**src/rtl/calc1_port_driver.sv**
```systemverilog
`default_nettype none
// ============================================================================
// Module      : calc1_port_driver
// Description : Requester side of one calc1 command port. Accepts one host
//               operation, sends it as a two-cycle request, waits for the calc1
//               response (bounded by TIMEOUT) and holds the result for the host.
// Revision    : 1.0  initial release
// ============================================================================
module calc1_port_driver #(
  parameter int TIMEOUT = 64
) (
  input  logic        c_clk,
  input  logic        reset,
  input  logic        host_valid,
  output logic        host_ready,
  input  logic [3:0]  host_cmd,
  input  logic [31:0] host_op1,
  input  logic [31:0] host_op2,
  input  logic [1:0]  host_tag,
  output logic [3:0]  req_cmd_out,
  output logic [31:0] req_data_out,
  input  logic [1:0]  dut_resp,
  input  logic [31:0] dut_data,
  output logic        res_valid,
  input  logic        res_ready,
  output logic [1:0]  res_resp,
  output logic [31:0] res_data,
  output logic [1:0]  res_tag,
  output logic        res_timeout,
  output logic        err_spurious
);

  localparam int TW = $clog2(TIMEOUT + 1);

  localparam logic [2:0] S_IDLE   = 3'd0;
  localparam logic [2:0] S_SEND1  = 3'd1;
  localparam logic [2:0] S_SEND2  = 3'd2;
  localparam logic [2:0] S_WAIT   = 3'd3;
  localparam logic [2:0] S_RESULT = 3'd4;

  logic [2:0]    state_q, state_d;
  logic [TW-1:0] timer_q, timer_d;
  logic [3:0]    cmd_q, cmd_d;
  logic [31:0]   op1_q, op1_d;
  logic [31:0]   op2_q, op2_d;
  logic [1:0]    tag_q, tag_d;

  logic          host_ready_q, host_ready_d;
  logic [3:0]    req_cmd_q, req_cmd_d;
  logic [31:0]   req_data_q, req_data_d;
  logic          res_valid_q, res_valid_d;
  logic [1:0]    res_resp_q, res_resp_d;
  logic [31:0]   res_data_q, res_data_d;
  logic [1:0]    res_tag_q, res_tag_d;
  logic          res_timeout_q, res_timeout_d;
  logic          err_q, err_d;

  logic          w_accept;
  logic          w_resp_hit;
  logic          w_timer_last;

  // Handshake only counts once the registered ready has actually been shown.
  assign w_accept     = (state_q == S_IDLE) && host_ready_q && host_valid;
  assign w_resp_hit   = (dut_resp != 2'd0);
  assign w_timer_last = (timer_q == TW'(TIMEOUT - 1));

  // State, latched operation and all registered outputs.
  always_ff @(posedge c_clk) begin
    if (reset) begin
      state_q       <= S_IDLE;
      timer_q       <= '0;
      cmd_q         <= '0;
      op1_q         <= '0;
      op2_q         <= '0;
      tag_q         <= '0;
      host_ready_q  <= 1'b0;
      req_cmd_q     <= '0;
      req_data_q    <= '0;
      res_valid_q   <= 1'b0;
      res_resp_q    <= '0;
      res_data_q    <= '0;
      res_tag_q     <= '0;
      res_timeout_q <= 1'b0;
      err_q         <= 1'b0;
    end else begin
      state_q       <= state_d;
      timer_q       <= timer_d;
      cmd_q         <= cmd_d;
      op1_q         <= op1_d;
      op2_q         <= op2_d;
      tag_q         <= tag_d;
      host_ready_q  <= host_ready_d;
      req_cmd_q     <= req_cmd_d;
      req_data_q    <= req_data_d;
      res_valid_q   <= res_valid_d;
      res_resp_q    <= res_resp_d;
      res_data_q    <= res_data_d;
      res_tag_q     <= res_tag_d;
      res_timeout_q <= res_timeout_d;
      err_q         <= err_d;
    end
  end

  // Next state, WAIT timer and operation latch.
  always_comb begin
    state_d = state_q;
    timer_d = timer_q;
    cmd_d   = cmd_q;
    op1_d   = op1_q;
    op2_d   = op2_q;
    tag_d   = tag_q;
    case (state_q)
      S_IDLE: begin
        if (w_accept) begin
          cmd_d   = host_cmd;
          op1_d   = host_op1;
          op2_d   = host_op2;
          tag_d   = host_tag;
          // A NOP never touches calc1 and completes immediately.
          state_d = (host_cmd != 4'd0) ? S_SEND1 : S_RESULT;
        end
      end
      S_SEND1: state_d = S_SEND2;
      S_SEND2: begin
        state_d = S_WAIT;
        timer_d = '0;
      end
      S_WAIT: begin
        // A response on the last tick still wins over the timeout.
        if (w_resp_hit || w_timer_last) begin
          state_d = S_RESULT;
        end
        if (!w_resp_hit && !w_timer_last) begin
          timer_d = timer_q + TW'(1);
        end
      end
      S_RESULT: begin
        if (res_ready) begin
          state_d = S_IDLE;
        end
      end
      default: state_d = S_IDLE;
    endcase
  end

  // Output values for the coming cycle, derived from the state being entered.
  always_comb begin
    host_ready_d  = (state_d == S_IDLE);
    req_cmd_d     = (state_d == S_SEND1) ? cmd_d : 4'd0;
    req_data_d    = '0;
    if (state_d == S_SEND1) begin
      req_data_d = op1_d;
    end else if (state_d == S_SEND2) begin
      req_data_d = op2_d;
    end
    res_valid_d   = (state_d == S_RESULT);
    res_resp_d    = '0;
    res_data_d    = '0;
    res_tag_d     = '0;
    res_timeout_d = 1'b0;
    if (state_d == S_RESULT) begin
      res_tag_d = tag_d;
      if (state_q == S_RESULT) begin
        res_resp_d    = res_resp_q;
        res_data_d    = res_data_q;
        res_timeout_d = res_timeout_q;
      end else if (state_q == S_WAIT) begin
        // On timeout dut_resp is zero; data is forced to zero as well.
        res_resp_d    = dut_resp;
        res_data_d    = w_resp_hit ? dut_data : 32'd0;
        res_timeout_d = !w_resp_hit;
      end
    end
    // Responses arriving when none is awaited are flagged and otherwise ignored.
    err_d = err_q | (w_resp_hit && (state_q != S_WAIT));
  end

  assign host_ready   = host_ready_q;
  assign req_cmd_out  = req_cmd_q;
  assign req_data_out = req_data_q;
  assign res_valid    = res_valid_q;
  assign res_resp     = res_resp_q;
  assign res_data     = res_data_q;
  assign res_tag      = res_tag_q;
  assign res_timeout  = res_timeout_q;
  assign err_spurious = err_q;

endmodule
`default_nettype wire

```
**config.mk**
```make
export PLATFORM = sky130hd
export DESIGN_NAME = calc1_port_driver
export DESIGN_NICKNAME = d
export VERILOG_FILES = /design/src/rtl/calc1_port_driver.sv
export SDC_FILE = /design/constraint.sdc
export NUM_CORES = 1
export LEC_CHECK = 0
export CELL_PAD_IN_SITES_DETAIL_PLACEMENT = 0
export CELL_PAD_IN_SITES_GLOBAL_PLACEMENT = 1
export CORE_ASPECT_RATIO = 2
export CORE_MARGIN = 2
export CORE_UTILIZATION = 29
export CTS_CLUSTER_SIZE = 10
export DETAILED_ROUTE_END_ITERATION = 7
export HOLD_SLACK_MARGIN = 0.05
export PLACE_DENSITY = 0.75
export SLEW_MARGIN = 20
export SYNTH_ARGS = -nofsm -noshare
export SYNTH_HDL_FRONTEND = slang
export SYNTH_SLANG_ARGS = --single-unit
```
**constraint.sdc**
```tcl
create_clock -name c_clk -period 1.7 [get_ports c_clk]
set_input_delay 0.425 -clock c_clk [delete_from_list [all_inputs] [get_ports c_clk]]
set_output_delay 0.425 -clock c_clk [all_outputs]
set_load 0.01 [all_outputs]
```
Run 1, nets reached from selected ports:
Scale: 2 px per um.
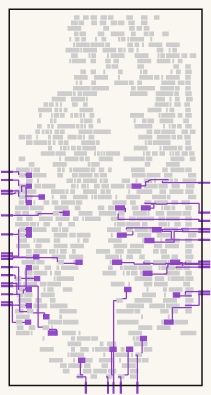
[host_op1] purple | bits: 32 | direction: input | end cells: 32 | buffers: 32 | wire: 764 um
# IOs: 184
I/O Buffers: 183

Run 1, register map, names as in the netlist:
Scale: 2 px per um.
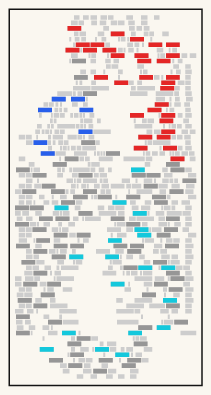
[op1_q] cyan | placed flops: 19
[res_data] red | placed flops: 32
[timer_q] blue | placed flops: 7 | where: upper left
Layout Utilization: 47.4%
Sequential Power: 0.00346 W

==> flow_metrics.tcl, run 1 <==
# flow metrics
set metrics [dict create \
    outcome "completed" \
    nNetsFinal 764 \
    fin_ws_ns 0.0386 \
    n_fill_cell 1584 \
    synth.area.mux_share_pct 10.9 \
    top_area_share_pct 57.1 \
    numSynthFlops 139 \
    hold_end "req_cmd_out[3]$_SDFF_PP0_" \
    common_cells "139 x dfxtp_1, 95 x nor2_1, 53 x mux2i_1, 34 x a22oi_1, 19 x clkbuf_1" \
    finalSetupViolCount 0 \
    start_kind "register" \
    ys_cells 454 \
    yosysMostFrequentCell "dfxtp_1" \
    regToRegSetupSlack_ns 0.09 \
    cts_tree "yes" \
    slew_headroom_pct 59.5 \
    slew_viol_final 0 \
    hpwlAfterDp_mm 8.70 \
    async_flop_share_pct 0 \
    power_frac_seq_pct 42.4 \
    cts-root-buf "clkbuf_16" \
    floorplan.nets 563 \
    die_width_um 95.7 \
    grt_pass1_wl_mm 19.8 \
    cap_violations 0 \
    worst_ir_drop_vdd_v 0.000672 \
    drive_above_1_share_pct 16.5 \
    post_dp_cell_area_um2 7100 \
    reg2reg_depth 7 \
    yosysUniqueCellTypes 43 \
    cts_made_buffers 17 \
    synth_adder_area_share_pct 0.257 \
    area_delta_synth_final_pct 61.3 \
    grt_pass1_vias 4012 \
    gp_congestion 0.732 \
    timing.rr.end "res_data[9]$_SDFFE_PP0P_" \
    viasPerCell 4.61 \
    comb_area_um2 2020 \
    power.switching_w 0.00190 \
    edf_count 0 \
    synth_top_cell_by_area "dfxtp_1" \
    finalHoldViolCount 0 \
    critPathMaxFanout 1 \
    topCellsByArea "dfxtp_1 57%, mux2i_1 11%, nor2_1 7.3%" \
    pg_comb_w 0.00112 \
    power_frac_clock_pct 43.9 \
]
Run 1, selected gate families:
Scale: 3 px per um.
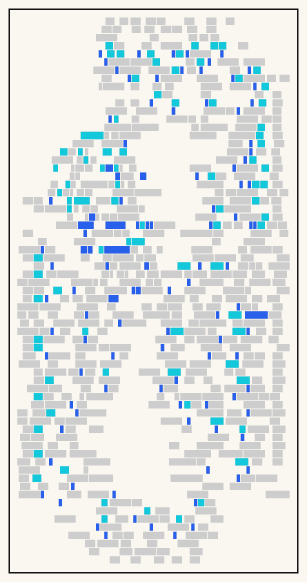
[aoi and oai cells] cyan | cells: 85 | most used: a22oi_1 | where: all over the die
[nor cells] blue | cells: 107 | most used: nor2_1 | where: all over the die
combinational share of cell area: 25.7%
final non-filler cell total: 873
most common cell after layout, fill and taps aside: dfxtp_1

Run 1, local utilization:
Scale: 2 px per um. The die is cut into 10 by 19 equal tiles; dark purple is low, yellow is high, 0 to 100% covered.
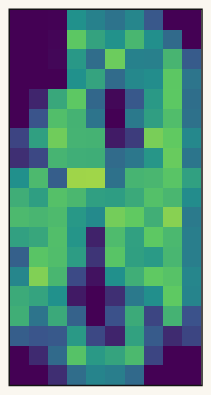
emptiest ninth of the die: upper left
fullest tile: 85%
nearly empty tiles: 15%
tiles over 75% full: 6.3%
mean over tiles: 42%
fp_density: 29.4%
core area: 16600 um^2

-- run 1: flip-flops by register name, summed over array words and instances, names as in the netlist --
signal        cells
op1_q            19
op2_q            32
res_valid         1
err_spurious      1
timer_q           7
res_tag           2
state_q           3
res_resp          2
tag_q             2
res_timeout       1
req_data_out     32
host_ready        1
res_data         32
req_cmd_out       4
-- run 1: cell type report --
class	instances	area share [%]
tap	207	3.29
timing repair buffer	217	28.0
clock buffer	19	5.76
inverter	5	0.239
multi-input combinational	275	25.7
clock inverter	11	1.54
sequential	139	35.4
-- run 1: layer usage --
layer  vias up  wire length [um]  share of wire [%]  global-route usage, %
met5         -                 0                  0                      0
met4         0               172                1.3                   5.27
met3         9              1120                8.7                   5.44
met2       147              5680                 44                   20.7
met1      1868              5900                 46                   18.3
li1       1997                 -                  -                      -
--- run 2 (diff from run 1) ---
--- a/config.mk
+++ b/config.mk
@@ -12,6 +12,7 @@
 export CORE_UTILIZATION = 29
 export CTS_CLUSTER_SIZE = 10
 export DETAILED_ROUTE_END_ITERATION = 7
+export GPL_TIMING_DRIVEN = 0
 export HOLD_SLACK_MARGIN = 0.05
 export PLACE_DENSITY = 0.75
 export SLEW_MARGIN = 20
Run 2, the clock network:
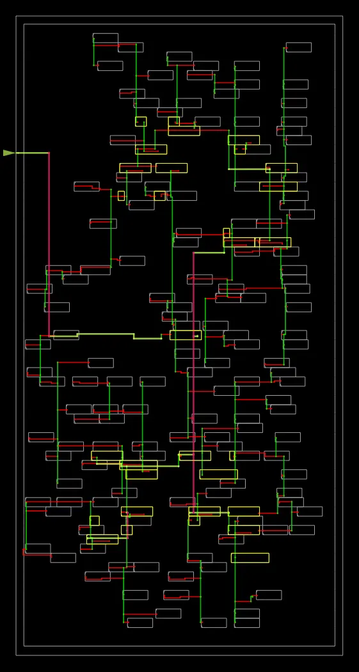
Flops: 139
CLK BUF: 19
Worst Skew: 0.0107 ns

Run 2, register map, names as in the netlist:
Scale: 2 px per um.
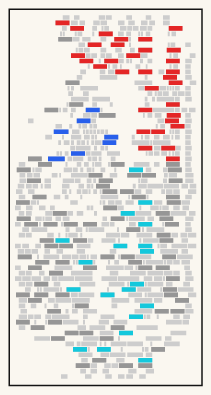
[op1_q] cyan | placed flops: 19
[timer_q] blue | placed flops: 7
[res_data] red | placed flops: 32
Layout Utilization: 51.3%
flop share of the area: 32.8%
Sequential Power: 0.00348 W
storage element area: 2790 um^2

==> run 2 against run 1 <==
The run now ends with negative setup slack left; total power increased by 8.6%; area after synthesis did not move; register-to-register slack worse by 0.15 ns; core utilization increased by 3.9 points; non-clock buffer count up 20; cell count up 2.5%; setup slack got worse by 0.098 ns; die size unchanged; combinational power is 33% higher; global-route usage grew 0.91 points; sequential share of layout area fell by 2.6 points; final area grew 8.3%; critical endpoint is now req_data_out[4]$_SDFF_PP0_; largest cell class unchanged; largest power group unchanged.
==> flow_metrics.tcl, run 2 <==
# flow metrics
set metrics [dict create \
    pg_comb_w 0.00149 \
    highest-signal-layer "met4" \
    yosysUniqueCellTypes 43 \
    drive_above_1_share_pct 23.0 \
    io_pins 184 \
    edf_count 0 \
    start_kind "register" \
    yosysMostFrequentCell "dfxtp_1" \
    hold_end "req_cmd_out[3]$_SDFF_PP0_" \
    viasPerCell 4.57 \
    grt_use_met2_pct 23.5 \
    synth_top_cell_by_area "dfxtp_1" \
    violations "negative setup slack" \
    power_frac_seq_pct 39.4 \
    async_flop_share_pct 0 \
    fin_ws_ns -0.0598 \
    initial_core_util_pct 29.4 \
    clock_area_share_pct 7.32 \
    slew_viol_final 0 \
    synth_adder_area_share_pct 0.257 \
    use_met1_pct 18.4 \
    die_width_um 95.7 \
    nNonClkBuffers 237 \
    outcome "complete, but fails checks" \
    nWellTaps 207 \
    hpwlAfterDp_mm 9.53 \
    signal_buffer_area_fraction_pct 27.6 \
    wl_met3_mm 1.29 \
    port_buffers 183 \
    cts_made_buffers 17 \
    finalSetupViolCount 18 \
    gp_congestion 0.765 \
    finalHoldViolCount 0 \
    nNetsFinal 784 \
    n_fill_cell 1492 \
    timing.rr.end "req_data_out[4]$_SDFF_PP0_" \
    met2WireLength_mm 6.47 \
    slew_headroom_pct 64.8 \
    cts-root-buf "clkbuf_16" \
    reg2reg_depth 7 \
    logic_gates 275 \
    floorplan.nets 563 \
]
Run 2, selected gate families:
Scale: 3 px per um.
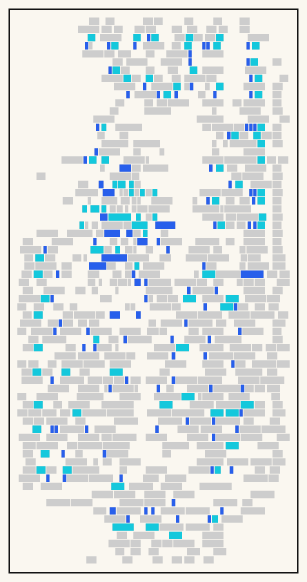
[nor cells] blue | cells: 107 | most used: nor2_1
[aoi and oai cells] cyan | cells: 85 | most used: a22oi_1 | where: all over the die
combinational share of cell area: 29.0%
final non-filler cell total: 895

==> run 2: cell count changes in the layout (fill, tap and decap cells not counted), sizes merged, moves of 2 or more <==
cell | before | now
dlygate4sd2 | 52 | 55
bufinv | 2 | 4
dlymetal6s2s | 25 | 19
clkdlybuf4s50 | 105 | 109
clkbuf | 21 | 41
==> run 2: cell families after synthesis <==
group	after synthesis
mux	53
buf+inv	40
simple gates	134
compound gates	87
flops	139
fa+ha+maj	1
==> run 2: repair_timing <==
item                                    in CTS  in global routing
setup buffers                               13                  5
pin swaps                                    9                 15
gates cloned                                 1                  3
resized                                    106                100
endpoints found under the setup margin     184                134
Run 2, local utilization:
Scale: 2 px per um. The die is cut into 10 by 19 equal tiles; dark purple is low, yellow is high, 0 to 100% covered.
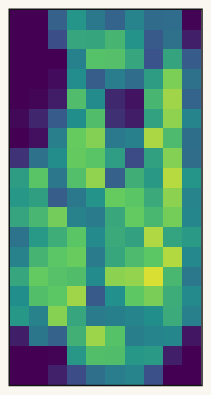

--- run 3 (diff from run 2) ---
--- a/config.mk
+++ b/config.mk
@@ -12,10 +12,9 @@
 export CORE_UTILIZATION = 29
 export CTS_CLUSTER_SIZE = 10
 export DETAILED_ROUTE_END_ITERATION = 7
-export GPL_TIMING_DRIVEN = 0
+export GPL_TIMING_DRIVEN = 1
 export HOLD_SLACK_MARGIN = 0.05
 export PLACE_DENSITY = 0.75
-export SLEW_MARGIN = 20
 export SYNTH_ARGS = -nofsm -noshare
 export SYNTH_HDL_FRONTEND = slang
 export SYNTH_SLANG_ARGS = --single-unit
Run 3, local utilization:
Scale: 2 px per um. The die is cut into 10 by 19 equal tiles; dark purple is low, yellow is high, 0 to 100% covered.
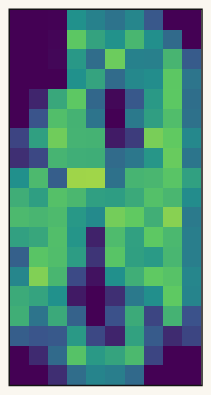
nearly empty tiles: 15%
fullest tile: 85%
emptiest ninth of the die: upper left
densest ninth of the die: middle right
tiles over 75% full: 6.3%
Layout Utilization: 47.4%

Run 3, nets reached from selected ports:
Scale: 2 px per um.
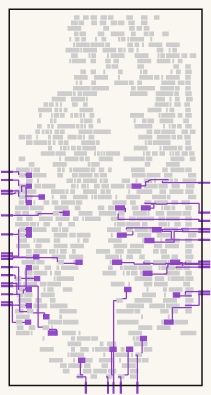
[host_op1] purple | bits: 32 | direction: input | end cells: 32 | buffers: 32 | wire: 764 um

==> run 3 against run 2 <==
The run now ends clean; critical path depth shrank 6; largest power group unchanged; core utilization shrank 3.9 points; cell count shrank 2.5%; clock power shrank 7.7%; clock skew shrank 0.0016 ns.
==> flow_metrics.tcl, run 3 <==
# flow metrics
set metrics [dict create \
    slew_viol_final 0 \
    async_flop_share_pct 0 \
    grt_use_met2_pct 20.7 \
    fin_worst_skew_ns 0.00912 \
    yosysMostFrequentCell "dfxtp_1" \
    gp_congestion 0.732 \
    rsz0062_at_grt "true" \
    finalSetupViolCount 0 \
    reg2reg_depth 7 \
    outcome "completed" \
    initial_core_util_pct 29.4 \
    hold_end "req_cmd_out[3]$_SDFF_PP0_" \
    drt-total-wl_mm 12.9 \
    use_met1_pct 18.3 \
    ys_cells 454 \
    cp_num_cells 1 \
    drive_above_1_share_pct 16.5 \
    port_buffers 183 \
    die-area_um2 17900 \
    ys_area_um2 4870 \
    grt_max_degree 56 \
    power_frac_seq_pct 42.4 \
    logic_family "AND-OR/OR-AND gates" \
    cts-root-buf "clkbuf_16" \
    pg_comb_w 0.00112 \
    die_width_um 95.7 \
    nNetsFinal 764 \
    highest-signal-layer "met4" \
    yosysUniqueCellTypes 43 \
    viasPerCell 4.61 \
    wl_met3_mm 1.12 \
    io_pins 184 \
    log.warning_count 28 \
    regToRegSetupSlack_ns 0.09 \
    grt_pass1_wl_mm 19.8 \
    timing.rr.end "res_data[9]$_SDFFE_PP0P_" \
    start_kind "register" \
    floorplan.nets 563 \
    core-area_um2 16600 \
    ys_sh_simple_pct 12.8 \
    cts_tree "yes" \
    finalHoldViolCount 0 \
    hold_start "host_cmd[3]" \
    hpwlAfterDp_mm 8.70 \
    finalInstanceArea_um2 7860 \
    synth_area_um2 4870 \
    dr.first_iter.drc_count 116 \
    layout.cells.non_filler 873 \
    synth_top_cell_by_area "dfxtp_1" \
    cts_made_buffers 17 \
    slew_headroom_pct 59.5 \
    edf_count 0 \
    n_fill_cell 1584 \
    worst_ir_drop_vdd_v 0.000672 \
    reg2reg_from "state_q[1]$_SDFF_PP0_" \
    fin_ws_ns 0.0386 \
    h-tree-depth 4 \
    met2WireLength_mm 5.68 \
    synth_adder_area_share_pct 0.257 \
]
Run 3, register map, names as in the netlist:
Scale: 2 px per um.
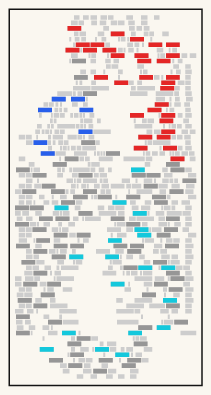
[timer_q] blue | placed flops: 7 | where: upper left
[op1_q] cyan | placed flops: 19
[res_data] red | placed flops: 32
not coloured: 81
Sequential Power: 0.00346 W
storage element area: 2780 um^2
flop share of the area: 35.4%

==> run 3: cell counts after synthesis <==
No cell type changed its count.
==> run 3: cell type report <==
| cell class | instances | area [um^2] | area share, % |
|---|---|---|---|
| Clock buffer | 19 | 453 | 5.76 |
| Clock inverter | 11 | 121 | 1.54 |
| Inverter | 5 | 18.8 | 0.239 |
| Multi-Input combinational cell | 275 | 2020 | 25.7 |
| Sequential cell | 139 | 2780 | 35.4 |
| Tap cell | 207 | 259 | 3.29 |
| Timing Repair Buffer | 217 | 2200 | 28.0 |
==> run 3: what timing repair did <==
action / 4_1_cts / 5_1_grt
buffers inserted: 0 / 2
gates resized: 52 / 48
pin swaps: 0 / 5
hold buffers: 0 / 0
setup endpoints to repair: 52 / 87
gates cloned: 0 / 2
Power is estimated from default activity; no workload was simulated.
